**Floorplan with the power grid**

Scale bar: 100 µm. Pins as bars on the die edge.
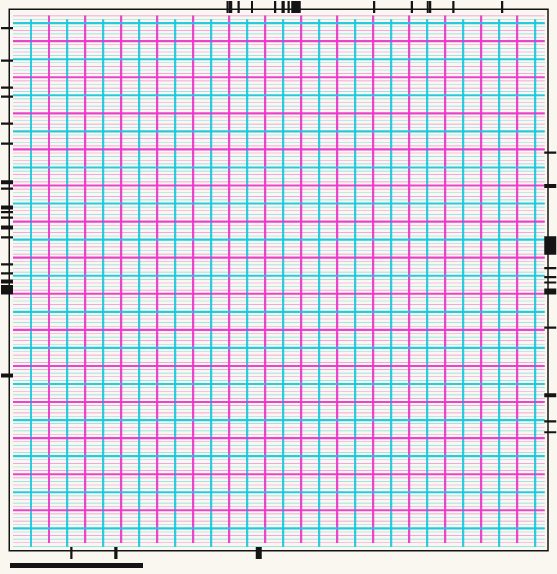
**Signal wires on met2**

Scale bar: 100 µm.
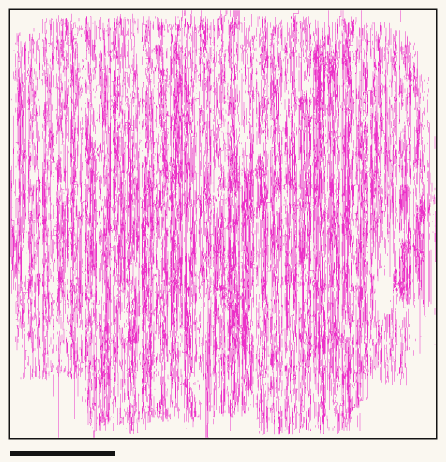
**The metal 3 layer**

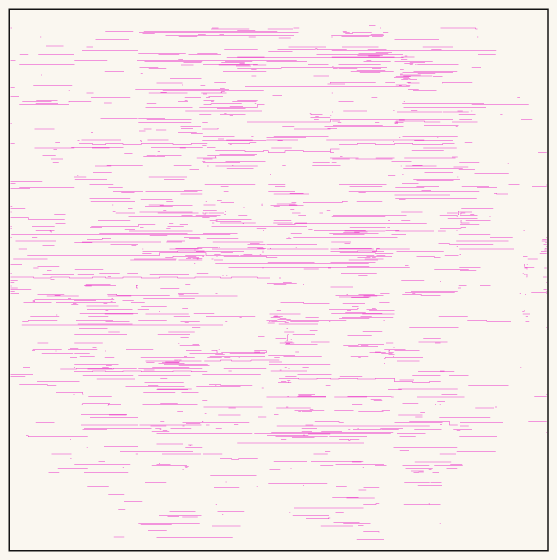
## src/rtl/dma_burst_fifo.sv

```systemverilog
// dma_burst_fifo
//
// Purpose:
//   Elastic buffer that sits directly after the AXI DMA burst reader. The
//   reader pushes a 32-bit word stream with no backpressure. This block raises
//   o_room only when a whole burst plus slack is certain to fit, so the reader
//   starts a burst only when every word of it can land. Words leave through a
//   first-word-fall-through valid/ready output register.
//
// Ports:
//   clk         in   clock, everything on posedge
//   reset       in   asynchronous active-high reset
//   i_clear     in   synchronous flush of contents and overflow flag
//   i_data      in   write word from the DMA reader
//   i_valid     in   write strobe (no backpressure)
//   o_room      out  at least BURST_LEN+SLACK free array entries (registered)
//   o_data      out  output register word
//   o_valid     out  o_data holds a word
//   i_ready     in   consumer takes o_data this cycle
//   o_level     out  words held = array count + o_valid
//   o_overflow  out  sticky flag: a write was dropped because the array was full

module dma_burst_fifo #(
  parameter int DEPTH     = 64,
  parameter int BURST_LEN = 16,
  parameter int SLACK     = 2
) (
  input  logic                       clk,
  input  logic                       reset,
  input  logic                       i_clear,
  input  logic [31:0]                i_data,
  input  logic                       i_valid,
  output logic                       o_room,
  output logic [31:0]                o_data,
  output logic                       o_valid,
  input  logic                       i_ready,
  output logic [$clog2(DEPTH)+1:0]   o_level,
  output logic                       o_overflow
);

  localparam int AW = $clog2(DEPTH);
  localparam int LW = AW + 2;
  localparam logic [LW-1:0] C_DEPTH = LW'(DEPTH);
  localparam logic [LW-1:0] C_NEED  = LW'(BURST_LEN + SLACK);

  // Pointers wrap for free only when DEPTH is a power of two, and a burst
  // plus slack must fit in an empty array or o_room could never rise.
  if ((DEPTH < BURST_LEN + SLACK) || ((DEPTH & (DEPTH - 1)) != 0)) begin : g_badParams
    $error("dma_burst_fifo: DEPTH must be a power of 2 and >= BURST_LEN+SLACK");
  end

  logic [31:0]   r_mem [DEPTH];
  logic [AW-1:0] r_wptr;
  logic [AW-1:0] r_rptr;
  logic [LW-1:0] r_mcount;
  logic [31:0]   r_odata;
  logic          r_ovalid;
  logic          r_overflow;
  logic          r_room;

  logic          w_load;
  logic [LW-1:0] w_afterRead;
  logic          w_wrAccept;
  logic          w_wrDrop;
  logic [LW-1:0] w_mcountNext;
  logic          w_roomNext;

  // The output register refills whenever it is empty or being popped and the
  // array has something. The full test for a write uses the count after that
  // read, so a full array that is read in the same cycle still accepts a word.
  assign w_load       = (!r_ovalid || i_ready) && (r_mcount != '0);
  assign w_afterRead  = r_mcount - LW'(w_load);
  assign w_wrAccept   = i_valid && (w_afterRead < C_DEPTH);
  assign w_wrDrop     = i_valid && !w_wrAccept;
  assign w_mcountNext = w_afterRead + LW'(w_wrAccept);
  assign w_roomNext   = (C_DEPTH - w_mcountNext) >= C_NEED;

  // Storage array has no reset; the pointers and count decide what is live.
  always_ff @(posedge clk) begin
    if (w_wrAccept && !i_clear) begin
      r_mem[r_wptr] <= i_data;
    end
  end

  // Pointers, count and flags. Clear wins over any write or pop in its cycle;
  // o_data simply holds across a clear since o_valid marks it stale.
  always_ff @(posedge clk or posedge reset) begin
    if (reset) begin
      r_wptr     <= '0;
      r_rptr     <= '0;
      r_mcount   <= '0;
      r_odata    <= '0;
      r_ovalid   <= 1'b0;
      r_overflow <= 1'b0;
      r_room     <= 1'b1;
    end else if (i_clear) begin
      r_wptr     <= '0;
      r_rptr     <= '0;
      r_mcount   <= '0;
      r_ovalid   <= 1'b0;
      r_overflow <= 1'b0;
      r_room     <= 1'b1;
    end else begin
      if (w_wrAccept) begin
        r_wptr <= r_wptr + 1'b1;
      end
      if (w_wrDrop) begin
        r_overflow <= 1'b1;
      end
      if (w_load) begin
        r_odata  <= r_mem[r_rptr];
        r_rptr   <= r_rptr + 1'b1;
        r_ovalid <= 1'b1;
      end else if (i_ready) begin
        r_ovalid <= 1'b0;
      end
      r_mcount <= w_mcountNext;
      r_room   <= w_roomNext;
    end
  end

  assign o_data     = r_odata;
  assign o_valid    = r_ovalid;
  assign o_room     = r_room;
  assign o_overflow = r_overflow;
  assign o_level    = r_mcount + LW'(r_ovalid);

endmodule

```

## config.mk

```make
export PLATFORM = sky130hd
export DESIGN_NAME = dma_burst_fifo
export DESIGN_NICKNAME = d
export VERILOG_FILES = /design/src/rtl/dma_burst_fifo.sv
export SDC_FILE = /design/constraint.sdc
export NUM_CORES = 2
export LEC_CHECK = 0
export CELL_PAD_IN_SITES_DETAIL_PLACEMENT = 0
export CELL_PAD_IN_SITES_GLOBAL_PLACEMENT = 1
export CORE_AREA = 2 2 403 405
export CTS_CLUSTER_DIAMETER = 120
export DETAILED_ROUTE_END_ITERATION = 7
export DIE_AREA = 0 0 405 407
export PLACE_DENSITY_LB_ADDON = 0.1
export RECOVER_POWER = 25
export REMOVE_ABC_BUFFERS = 1
export SKIP_LAST_GASP = 1
export SLEW_MARGIN = 20
export SYNTH_ARGS = -nofsm -noshare
export SYNTH_HDL_FRONTEND = slang
export SYNTH_SLANG_ARGS = --single-unit
```

## constraint.sdc

```tcl
create_clock -name clk -period 7 [get_ports clk]
set_clock_uncertainty 0.1 [all_clocks]
set_input_delay 2.1 -clock clk [delete_from_list [all_inputs] [get_ports clk]]
set_output_delay 2.1 -clock clk [all_outputs]
set_load 0.02 [all_outputs]
```

==> results_dict.tcl <==
# metrics dict for downstream scripts
set metrics [dict create \
    status "finished with violations" \
    failed_checks "capacitance limit, slew limit" \
    wl_met1_mm 90.1 \
    r2r_setup_slack_ns 2.16 \
    synth_warnings 0 \
    non_clock_buffer_count 209 \
    dp_cells 5805 \
    num-nonclk-inverters 10 \
    cp-endpoint "r_mem[20][28]" \
    yosys_cells 3641 \
    min_to "o_overflow" \
    timing.hold.ws_ns 0.404 \
    grt_pass1_wl_mm 313 \
    grt.met2_usage_pct 43.6 \
    setup_tns_ns 0 \
    num_rows 147 \
    power_density_mw_per_mm2 360 \
    cts-root-buf "clkbuf_16" \
    h-tree-depth 4 \
    hold_buffers 0 \
    worstPathMaxFanout 23 \
    maxSlewViolCount 1758 \
    min_period_ns 5.68 \
    cell_internal_pwr_mw 23.5 \
    diodes 4 \
    vias_per_cell 6.37 \
    wl_met2_mm 108 \
    grt_start_max_net_pins 129 \
    use_met3_pct 4.80 \
    placed_cell_area_mm2 0.0857 \
    cts.sinks 2103 \
    dpl.hpwl_mm 137 \
    wl_mm 225 \
    largest_reg_flops 2048 \
    buffer_area_share_pct 2.32 \
    taps 2160 \
    adder_share_pct 0.154 \
    drc_errors 0 \
    power.leakage_nw 28.1 \
    ys_top_logic_family "multiplexers" \
    stdcell_area_mm2 0.0923 \
    yosysTopAreaCell "edfxtp_1" \
    seqPwrFrac_pct 43.4 \
    rsz0062_at_grt "no" \
    antenna_found_initial 19 \
    cpPeakStageDelay_ns 0.52 \
    syn_area_mm2 0.0813 \
    swShare_pct 29.2 \
    final_cell_mix "edfxtp_1 (2048), mux4_2 (506), mux2i_1 (218)" \
    p_total_mw 33.2 \
    synth_top_flop_cell "edfxtp_1" \
    seq-cell-share_pct 68.2 \
    cap_violations 28 \
    biggestCellCategory "registers" \
    routed.top_layer "met5" \
    ys_seq_share_pct 77.3 \
    final_cells 6193 \
    path_depth 13 \
    clock_latency_ns 0.82 \
    post-route-period-util_pct 81.1 \
    grt_use_total_pct 27.6 \
    hold_violations 0 \
]
Back to the opening pictures, 'floorplan with the power grid':
- VSS: cyan
- VDD: magenta
- signal pins: 80
- met4 straps: 29
Die W: 405 µm
Max VDD drop: 0.000328 V
Vert. Die Dim: 407 µm

Back to the opening pictures, 'signal wires on met2':
- wire length on this layer: 108 mm
- longest straight run: 187 µm

Back to the opening pictures, 'the metal 3 layer':
- main direction: horizontal
- wire length on this layer: 19300 µm

